**Met1 routing**

Cells faint in the background.
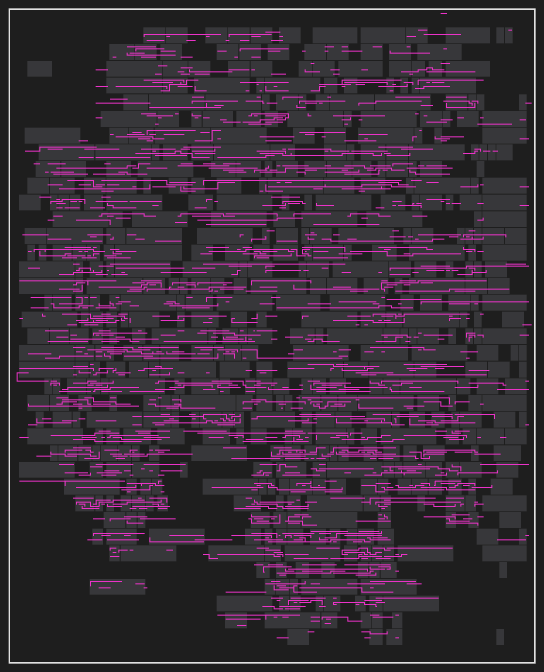
**Met2 routing**

Scale bar: 20 µm.
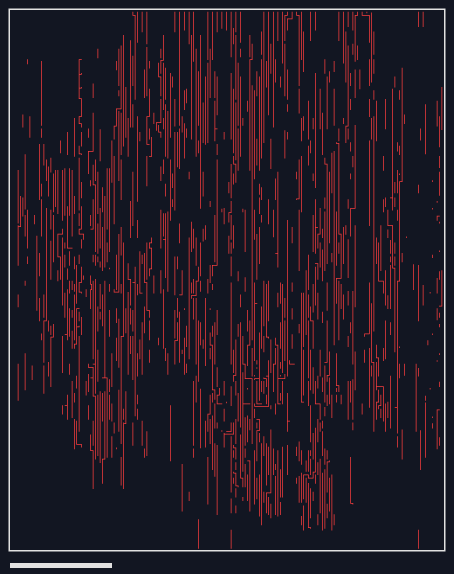
[config.mk]
export PLATFORM = sky130hd
export DESIGN_NAME = sd_init_ctrl_flat
export DESIGN_NICKNAME = d
export VERILOG_FILES = /design/src/rtl/sd_pkg.sv /design/src/rtl/sd_init_ctrl_if.sv /design/src/rtl/sd_cmd_issuer.sv /design/src/rtl/sd_init_ctrl.sv /design/src/flat_wrapper.sv
export SDC_FILE = /design/constraint.sdc
export NUM_CORES = 1
export LEC_CHECK = 0
export ABC_CLOCK_PERIOD_IN_PS = 3450
export CAP_MARGIN = 25
export CORE_ASPECT_RATIO = 1.25
export CORE_UTILIZATION = 51
export DETAILED_ROUTE_END_ITERATION = 8
export PLACE_DENSITY = 0.8
export SLEW_MARGIN = 20
export SYNTH_ARGS = -nofsm -noshare
export SYNTH_HDL_FRONTEND = slang
export SYNTH_SLANG_ARGS = --single-unit
[constraint.sdc]
create_clock -name iclk -period 3.45 [get_ports iclk]
set_clock_uncertainty 0.2 [all_clocks]
set_input_delay 0.69 -clock iclk [delete_from_list [all_inputs] [get_ports iclk]]
set_output_delay 0.69 -clock iclk [all_outputs]
set_load 0.05 [all_outputs]
[src/rtl/sd_pkg.sv]
// sd_pkg: command/argument constants and state types shared by the SD init controller
package sd_pkg;
    localparam logic [5:0] CMD0   = 6'd0;
    localparam logic [5:0] CMD2   = 6'd2;
    localparam logic [5:0] CMD3   = 6'd3;
    localparam logic [5:0] CMD7   = 6'd7;
    localparam logic [5:0] CMD8   = 6'd8;
    localparam logic [5:0] CMD55  = 6'd55;
    localparam logic [5:0] ACMD6  = 6'd6;
    localparam logic [5:0] ACMD41 = 6'd41;
    localparam logic [31:0] ARG_CMD8   = 32'h0000_01AA;
    localparam logic [31:0] ARG_ACMD41 = 32'h40FF_8000;
    localparam logic [31:0] ARG_BUS4   = 32'h0000_0002;
    typedef enum logic [3:0] {
        ST_IDLE, ST_CMD0, ST_CMD8, ST_CMD55A, ST_ACMD41, ST_CMD2,
        ST_CMD3, ST_CMD7, ST_CMD55B, ST_ACMD6, ST_READY, ST_FAIL
    } top_state_t;
    typedef enum logic [1:0] {I_IDLE, I_ISSUE, I_WAIT, I_GAP} iss_state_t;
    function automatic logic [5:0] cmd_idx(top_state_t s);
        case (s)
            ST_CMD2:              return CMD2;
            ST_CMD3:              return CMD3;
            ST_CMD7:              return CMD7;
            ST_CMD8:              return CMD8;
            ST_CMD55A, ST_CMD55B: return CMD55;
            ST_ACMD6:             return ACMD6;
            ST_ACMD41:            return ACMD41;
            default:              return CMD0;
        endcase
    endfunction
endpackage

[src/rtl/sd_init_ctrl_if.sv]
// sd_init_ctrl_if: control handshake and transceiver command/response bundle
// slave  (the controller): istart/iresp/icrc_fail/ivalid in; command, start, clock select and status out
// master (controller user + transceiver side): the opposite directions
interface sd_init_ctrl_if;
    logic        istart;
    logic        otrx_start;
    logic        osel_clk;
    logic [5:0]  ocmd_index;
    logic [31:0] ocmd_arg;
    logic [31:0] iresp;
    logic        icrc_fail;
    logic        ivalid;
    logic        obusy;
    logic        ordy;
    logic        ofail;
    logic [15:0] orca;
    modport slave (
        input  istart, iresp, icrc_fail, ivalid,
        output otrx_start, osel_clk, ocmd_index, ocmd_arg, obusy, ordy, ofail, orca
    );
    modport master (
        output istart, iresp, icrc_fail, ivalid,
        input  otrx_start, osel_clk, ocmd_index, ocmd_arg, obusy, ordy, ofail, orca
    );
endinterface

[src/rtl/sd_cmd_issuer.sv]
// sd_cmd_issuer: runs one command as ISSUE/WAIT/GAP with timeout and bounded retry
// go_i starts a command from idle; rej_i/chk_crc_i qualify the response at ivalid_i;
// trx_start_o pulses the transceiver; done_o (with resp_o) or fail_o pulses when finished
module sd_cmd_issuer
    import sd_pkg::*;
#(
    parameter int TIMEOUT_CYCLES = 200000,
    parameter int CMD_RETRIES    = 3
) (
    input  logic        iclk,
    input  logic        irst,
    input  logic        go_i,
    input  logic        chk_crc_i,
    input  logic        rej_i,
    input  logic        ivalid_i,
    input  logic        icrc_fail_i,
    input  logic [31:0] iresp_i,
    output logic        trx_start_o,
    output logic        done_o,
    output logic        fail_o,
    output logic [31:0] resp_o
);
    localparam int TW = $clog2(TIMEOUT_CYCLES + 1);
    localparam int RW = $clog2(CMD_RETRIES + 2);
    iss_state_t    st_q, st_d;
    logic [TW-1:0] tmr_q, tmr_d;
    logic [RW-1:0] rty_q, rty_d;
    logic          ok_q, ok_d;
    logic [31:0]   resp_q, resp_d;
    logic          expired, retry;
    assign resp_o = resp_q;
    always_comb begin
        st_d        = st_q;
        tmr_d       = tmr_q;
        rty_d       = rty_q;
        ok_d        = ok_q;
        resp_d      = resp_q;
        trx_start_o = 1'b0;
        done_o      = 1'b0;
        fail_o      = 1'b0;
        expired     = tmr_q == TW'(TIMEOUT_CYCLES - 1);
        // ivalid takes priority over a simultaneous timeout
        retry       = ivalid_i ? ((chk_crc_i && icrc_fail_i) || rej_i) : expired;
        case (st_q)
            I_IDLE: begin
                rty_d = '0;
                st_d  = go_i ? I_ISSUE : I_IDLE;
            end
            I_ISSUE: begin
                trx_start_o = 1'b1;
                tmr_d       = '0;
                st_d        = I_WAIT;
            end
            I_WAIT: begin
                tmr_d = tmr_q + 1'b1;
                if (ivalid_i || expired) begin
                    if (!retry) begin
                        ok_d   = 1'b1;
                        resp_d = iresp_i;
                        st_d   = I_GAP;
                    end else if (rty_q == RW'(CMD_RETRIES)) begin
                        fail_o = 1'b1;
                        st_d   = I_IDLE;
                    end else begin
                        ok_d  = 1'b0;
                        rty_d = rty_q + 1'b1;
                        st_d  = I_GAP;
                    end
                end
            end
            default: begin
                // the gap cycle either hands back the result or re-issues
                done_o = ok_q;
                st_d   = ok_q ? I_IDLE : I_ISSUE;
            end
        endcase
    end
    always_ff @(posedge iclk or negedge irst) begin
        if (!irst) begin
            st_q   <= I_IDLE;
            tmr_q  <= '0;
            rty_q  <= '0;
            ok_q   <= 1'b0;
            resp_q <= '0;
        end else begin
            st_q   <= st_d;
            tmr_q  <= tmr_d;
            rty_q  <= rty_d;
            ok_q   <= ok_d;
            resp_q <= resp_d;
        end
    end
endmodule

[src/rtl/sd_init_ctrl.sv]
// sd_init_ctrl: SD card identification/initialisation sequencer driving the transceiver
// iclk/irst: clock and async active-low reset; bus: istart in, command/start/clock select out,
// transceiver response in, obusy/ordy/ofail/orca status out
module sd_init_ctrl
    import sd_pkg::*;
#(
    parameter int TIMEOUT_CYCLES = 200000,
    parameter int CMD_RETRIES    = 3,
    parameter int ACMD41_TRIES   = 1000
) (
    input logic          iclk,
    input logic          irst,
    sd_init_ctrl_if.slave bus
);
    localparam int AW = $clog2(ACMD41_TRIES + 1);
    top_state_t  st_q, st_d;
    logic [15:0] rca_q, rca_d;
    logic [AW-1:0] a41_q, a41_d;
    logic        busy, go, done, fail, rej, chk_crc;
    logic [31:0] resp;
    assign busy    = !(st_q inside {ST_IDLE, ST_READY, ST_FAIL});
    assign go      = busy;
    assign chk_crc = !(st_q inside {ST_CMD0, ST_ACMD41});
    // a zero RCA from CMD3 is treated like a corrupted response and retried
    assign rej     = st_q == ST_CMD3 && (bus.iresp & 32'hFFFF_0000) == '0;
    sd_cmd_issuer #(
        .TIMEOUT_CYCLES(TIMEOUT_CYCLES),
        .CMD_RETRIES   (CMD_RETRIES)
    ) u_iss (
        .iclk       (iclk),
        .irst       (irst),
        .go_i       (go),
        .chk_crc_i  (chk_crc),
        .rej_i      (rej),
        .ivalid_i   (bus.ivalid),
        .icrc_fail_i(bus.icrc_fail),
        .iresp_i    (bus.iresp),
        .trx_start_o(bus.otrx_start),
        .done_o     (done),
        .fail_o     (fail),
        .resp_o     (resp)
    );
    assign bus.obusy      = busy;
    assign bus.ordy       = st_q == ST_READY;
    assign bus.ofail      = st_q == ST_FAIL;
    assign bus.osel_clk   = st_q == ST_READY;
    assign bus.orca       = rca_q;
    assign bus.ocmd_index = cmd_idx(st_q);
    always_comb begin
        bus.ocmd_arg = '0;
        case (st_q)
            ST_CMD8:                       bus.ocmd_arg = ARG_CMD8;
            ST_ACMD41:                     bus.ocmd_arg = ARG_ACMD41;
            ST_ACMD6:                      bus.ocmd_arg = ARG_BUS4;
            ST_CMD55A, ST_CMD7, ST_CMD55B: bus.ocmd_arg = {rca_q, 16'h0};
            default: ;
        endcase
    end
    always_comb begin
        st_d  = st_q;
        rca_d = rca_q;
        a41_d = a41_q;
        if (!busy) begin
            if (bus.istart) begin
                st_d  = ST_CMD0;
                rca_d = '0;
                a41_d = '0;
            end
        end else if (fail) begin
            st_d = ST_FAIL;
        end else if (done) begin
            case (st_q)
                ST_CMD0:   st_d = ST_CMD8;
                ST_CMD8:   st_d = (resp & 32'h0000_0FFF) == ARG_CMD8 ? ST_CMD55A : ST_FAIL;
                ST_CMD55A: st_d = ST_ACMD41;
                ST_ACMD41: begin
                    a41_d = a41_q + 1'b1;
                    st_d  = resp[31] ? ST_CMD2 :
                            a41_q < AW'(ACMD41_TRIES - 1) ? ST_CMD55A : ST_FAIL;
                end
                ST_CMD2:   st_d = ST_CMD3;
                ST_CMD3: begin
                    rca_d = resp[31:16];
                    st_d  = ST_CMD7;
                end
                ST_CMD7:   st_d = ST_CMD55B;
                ST_CMD55B: st_d = ST_ACMD6;
                ST_ACMD6:  st_d = ST_READY;
                default: ;
            endcase
        end
    end
    always_ff @(posedge iclk or negedge irst) begin
        if (!irst) begin
            st_q  <= ST_IDLE;
            rca_q <= '0;
            a41_q <= '0;
        end else begin
            st_q  <= st_d;
            rca_q <= rca_d;
            a41_q <= a41_d;
        end
    end
endmodule

[src/flat_wrapper.sv]
// flat-port wrapper written by rule: the top's interface ports become plain ports
module sd_init_ctrl_flat import sd_pkg::*;
#(
    parameter int TIMEOUT_CYCLES = 200000,
    parameter int CMD_RETRIES    = 3,
    parameter int ACMD41_TRIES   = 1000
)
  (iclk, irst, bus_istart, bus_iresp, bus_icrc_fail, bus_ivalid, bus_otrx_start, bus_osel_clk, bus_ocmd_index, bus_ocmd_arg, bus_obusy, bus_ordy, bus_ofail, bus_orca);
  sd_init_ctrl_if bus_i ();
  input logic iclk;
  input logic irst;
  input wire logic [$bits(bus_i.istart)-1:0] bus_istart;
  input wire logic [$bits(bus_i.iresp)-1:0] bus_iresp;
  input wire logic [$bits(bus_i.icrc_fail)-1:0] bus_icrc_fail;
  input wire logic [$bits(bus_i.ivalid)-1:0] bus_ivalid;
  output wire logic [$bits(bus_i.otrx_start)-1:0] bus_otrx_start;
  output wire logic [$bits(bus_i.osel_clk)-1:0] bus_osel_clk;
  output wire logic [$bits(bus_i.ocmd_index)-1:0] bus_ocmd_index;
  output wire logic [$bits(bus_i.ocmd_arg)-1:0] bus_ocmd_arg;
  output wire logic [$bits(bus_i.obusy)-1:0] bus_obusy;
  output wire logic [$bits(bus_i.ordy)-1:0] bus_ordy;
  output wire logic [$bits(bus_i.ofail)-1:0] bus_ofail;
  output wire logic [$bits(bus_i.orca)-1:0] bus_orca;
  assign bus_i.istart = bus_istart;
  assign bus_i.iresp = bus_iresp;
  assign bus_i.icrc_fail = bus_icrc_fail;
  assign bus_i.ivalid = bus_ivalid;
  assign bus_otrx_start = bus_i.otrx_start;
  assign bus_osel_clk = bus_i.osel_clk;
  assign bus_ocmd_index = bus_i.ocmd_index;
  assign bus_ocmd_arg = bus_i.ocmd_arg;
  assign bus_obusy = bus_i.obusy;
  assign bus_ordy = bus_i.ordy;
  assign bus_ofail = bus_i.ofail;
  assign bus_orca = bus_i.orca;
  sd_init_ctrl #(.TIMEOUT_CYCLES(TIMEOUT_CYCLES), .CMD_RETRIES(CMD_RETRIES), .ACMD41_TRIES(ACMD41_TRIES)) u_core (.iclk(iclk), .irst(irst), .bus(bus_i));
endmodule
==> results.txt <==
Entry: Yosys synthesis followed by OpenROAD place and route.

Run status:
- The run finished with clean final reports.

Finish:
- The run puts the clock buffer instance count of the final layout at 10.
- The run gives the number of fill cells as 614.
- The run puts the post-layout instance area at 5720 µm².
- The run puts the number of non-clock inverters in the layout at 26.
- The run puts the multi-input combinational area share at 0.367.
- The run puts the number of nets in the final layout at 577.
- Measured on the final layout, the clock distribution area share stands at 0.0365.
- Leaving out fill and tap cells, the most frequent cell in the layout is dfrtp_1.
- The run gives the combinational cell area excluding buffers and inverters as 2100 µm².
- The run puts the data-path buffer share of cell area in the final layout at 0.200.
- Looking at the area split, the leading class of cells is multi-input combinational cells.
- The run gives the total area of sequential cells as 2050 µm².
- The run gives the final design utilization as 0.687.
- The run puts the sequential fraction of total cell area at 0.358.
- The run puts the share of cells above drive strength 1 at 0.160.
- The run puts the area added between synthesis and finish at 29.4%.
- The register with the most flip-flops in the layout has 28 of them.
- The run puts the combinational gate count at 316.

Global route:
- The first global-routing pass estimated 16.0 mm of wire.
- The total overflow left after global routing is 0.
- The run puts the via count of the first global-routing pass at 3506.
- After global routing, the most crowded layer is met2.
- The run puts the global-route track usage on met3 at 0.0303.
- Entering global routing, the biggest net connects 83 pins.
- The run gives the global-route track usage on met2 as 0.391.
- The run puts the overall fraction of global-route tracks in use at 0.225.
- The run puts the number of antenna violations at the first check in global routing at 0.
- The run gives the met1 usage as 0.276.

Logic synthesis:
- Among all cell types in the netlist, the one instantiated most often is dfrtp_1.
- The run puts the number of cells in Yosys stat at 448.
- The cell type that accounts for the most area after synthesis is dfrtp_1.
- The run gives the dominant non-sequential cell family after synthesis as simple AND/OR/NAND/NOR gates.
- The run puts the area share of fa/ha/maj cells after synthesis at 0.0255.
- The run gives the flip-flop and latch count after synthesis as 82.
- The main area contributors are dfrtp_1 46%, mux2_2 7.1%, nand2_1 4.8%.
- The run gives the synthesis area per yosys as 4420 µm².
- Of the post-synthesis cell area, the dominant cell type holds 0.464.
- In this run, synthesis inferred 0 flip-flops with an integrated enable.
- The cell-mix breakdown from Yosys lists the compound-gate area share as 0.116.
- The run gives the synthesized-area fraction occupied by xor and xnor cells as 0.0218.
- Post-synth the commonest register cell is dfrtp_1.
- The run gives the count of mapped cells out of synthesis as 448.
- The run gives the share of async-settable or async-resettable flops after synthesis as 1.00.
- The run gives the mux cell area share after synthesis as 0.117.
- The run puts the number of unique standard cell types used by synthesis at 54.
- Of the total synthesized cell area, the portion taken by AND, OR, NAND and NOR gates is 0.186.
- The cell area that synthesis handed to floorplanning was 4420 µm².
- During synthesis, Yosys emitted a total of 0 warnings.
- The run gives the mean instance size in the synthesized netlist as 9.88 µm².
- The run puts the sequential element share of the synthesized area at 0.464.

Floorplanning:
- The run puts the floorplan row count at 37.
- In this run the vertical extent of the chip is 106 µm.
- The run gives the width of the chip as 85.3 µm.
- Pin placement for this block handled 96 I/O pins.
- The run puts the number of tap instances at 97.
- For this configuration, the core starts out at a cell density of 0.531.
- The chip occupies 9050 µm².

Clock tree:
- In this run the clock root is driven by a clkbuf_8.
- The run puts the number of H-tree levels at 3.
- TritonCTS built the clock tree.
- The run puts the worst-case clock buffer depth at 2.
- The later pin in the worst-skew pair is clocked with a latency of 0.36 ns.
- The run gives the CTS buffer count as 9.
- The run gives the clock-pin slew reported for the worst setup and hold paths after clock tree synthesis as 0.09 ns.
- The number of gates resized after CTS was 0.
- The run puts the hold buffer count at CTS at 0.
- The run gives the count of clock tree sinks as 82.
- Post-CTS timing repair inserted 0 buffers for setup.

Setup path:
- The largest individual stage delay along the critical path comes from the cell clkdlybuf4s50_1.
- The run puts the path depth of the worst reg2reg path at 7.
- The data arrival time reported for the critical path is 2.48 ns.
- The run gives the endpoint kind of the worst setup timing path as an output port.
- The run gives the critical-path maximum fanout as 9.
- By startpoint and endpoint, the worst setup path is classified as flop to output port.
- The run gives the delay contributed by the slowest stage of the critical path as 0.74 ns.
- The run gives the setup slack of the most critical reg-to-reg path as 0.39 ns.
- The startpoint identified for the worst register-to-register timing path is u_core.st_q[3]$_DFFE_PN0P_.
- For reference, the critical path cell chain is buf_4, or3_1, a21oi_1, inv_1, clkdlybuf4s50_1.
- STA classifies the critical path startpoint as a flop.
- Together, buffers and inverters on the worst path number 3.
- Per the timing report, the most critical flop-to-flop path finishes at u_core.bus.orca[11]$_DFFE_PN0P_.
- STA puts the critical path data required time at 2.56 ns.
- The run puts the number of gates on the worst path with buffers counted at 5.
- The run gives the top cell family by delay on the critical path as buffers and inverters.
- The most critical setup path has its endpoint at bus_obusy.
- The launch point of the critical path was reported as u_core.st_q[1]$_DFFE_PN0P_.

Placement:
- The run puts the routability congestion estimate at 0.814.
- The run puts the number of port buffers at 81.
- The run gives the cell count after placement as 617.
- After legalization and detailed placement, the total HPWL measured 6.90 mm.
- The placed instances occupy a cell area of 5510 µm².

Timing:
- The run puts the relative slew slack at 0.452.
- The run gives the worst slack on hold paths as 0.149 ns.
- The run puts the final critical-path share of the clock period at 0.978.
- The run puts the post-layout minimum cycle time at 3.37 ns.
- Setup repair after global routing left no endpoint under its margin.
- The run gives the maximum achievable frequency as 296 MHz.
- The run gives the total of endpoints with negative setup slack in the final report as 0.
- The run puts the minimum setup slack in the final design at 0.0766 ns.
- The run puts the number of hold violations in the final report at 0.
- The run gives the slew at the pin with the worst max-slew slack as 0.821 ns.
- The run puts the setup TNS at 0 ns.

Routing:
- The run gives the violation tally from detailed-route iteration zero as 180.
- The run gives the average via count per standard cell as 5.62.
- The run puts the number of antenna-violating nets in the routed design at 0.
- The iteration count recorded for the first detailed-route pass is 4.
- After detailed routing, the wire length on met1 is 3.99 mm.
- The routed design shows a wire length per standard cell of 15.0 µm.
- The run gives the wire length on met2 as 4.95 mm.
- The routed layout has 3556 vias.
- The run gives the final routed wirelength across all metal layers as 9.51 mm.
- The run puts the met3 routed wirelength at 349 µm.
- After detailed routing, no signal wire sits above met4.
- The script parses the final routing iteration and logs DRC violations as 0.

Min path:
- The run gives the worst min-delay path category as input port to async pin.

Power:
- The run puts the switching power share of the total at 0.454.
- Power attributed to the clock group is 731 µW.
- Of the total power, the clock network draws 0.141.
- The run puts the portion of total power attributed to combinational logic at 0.538.
- The run puts the cell-internal power at 2820 µW.
- The run gives the switching power as 2350 µW.
- Dividing total power by cell area gives a power density of 903 nW/µm².
- Per the power-grid run, VDD falls by no more than 415 µV.
- Power attributed to sequential cells is 1660 µW.
- The run puts the total power at 5170 µW.
- The largest part of the power goes to combinational cells.
- The run puts the leakage component of the power at 0.00267 µW.
- Of the total power, registers draw 0.321.
- The run puts the combinational group power at 2780 µW.

Run:
- The run gives the total of max-cap violations as 0.
- OpenROAD emitted warnings numbering 34.
Back to the opening pictures, 'met1 routing':
share of all routed wire: 42%
nets with wire on the layer: 503
main direction: horizontal
wire length on this layer: 3990 µm

Back to the opening pictures, 'met2 routing':
main direction: vertical
longest straight run: 50.0 µm
share of all routed wire: 52%

## how the worst min path moves through the flow
stage,from,endpoint,depth (start not counted)
after floorplan,irst,u_core.a41_q[0]$_DFFE_PN0P_,0
after global placement,u_core.u_iss.resp_o[3]$_DFFE_PN0P_,u_core.u_iss.resp_o[3]$_DFFE_PN0P_,1
after detailed placement,u_core.u_iss.resp_o[7]$_DFFE_PN0P_,u_core.u_iss.resp_o[7]$_DFFE_PN0P_,1
after CTS,u_core.u_iss.resp_o[22]$_DFFE_PN0P_,u_core.bus.orca[6]$_DFFE_PN0P_,2
after global routing,irst,u_core.u_iss.resp_o[8]$_DFFE_PN0P_,1
final,irst,u_core.u_iss.resp_o[8]$_DFFE_PN0P_,1
Power figures rest on the tool's default switching activity, not on a simulated workload.
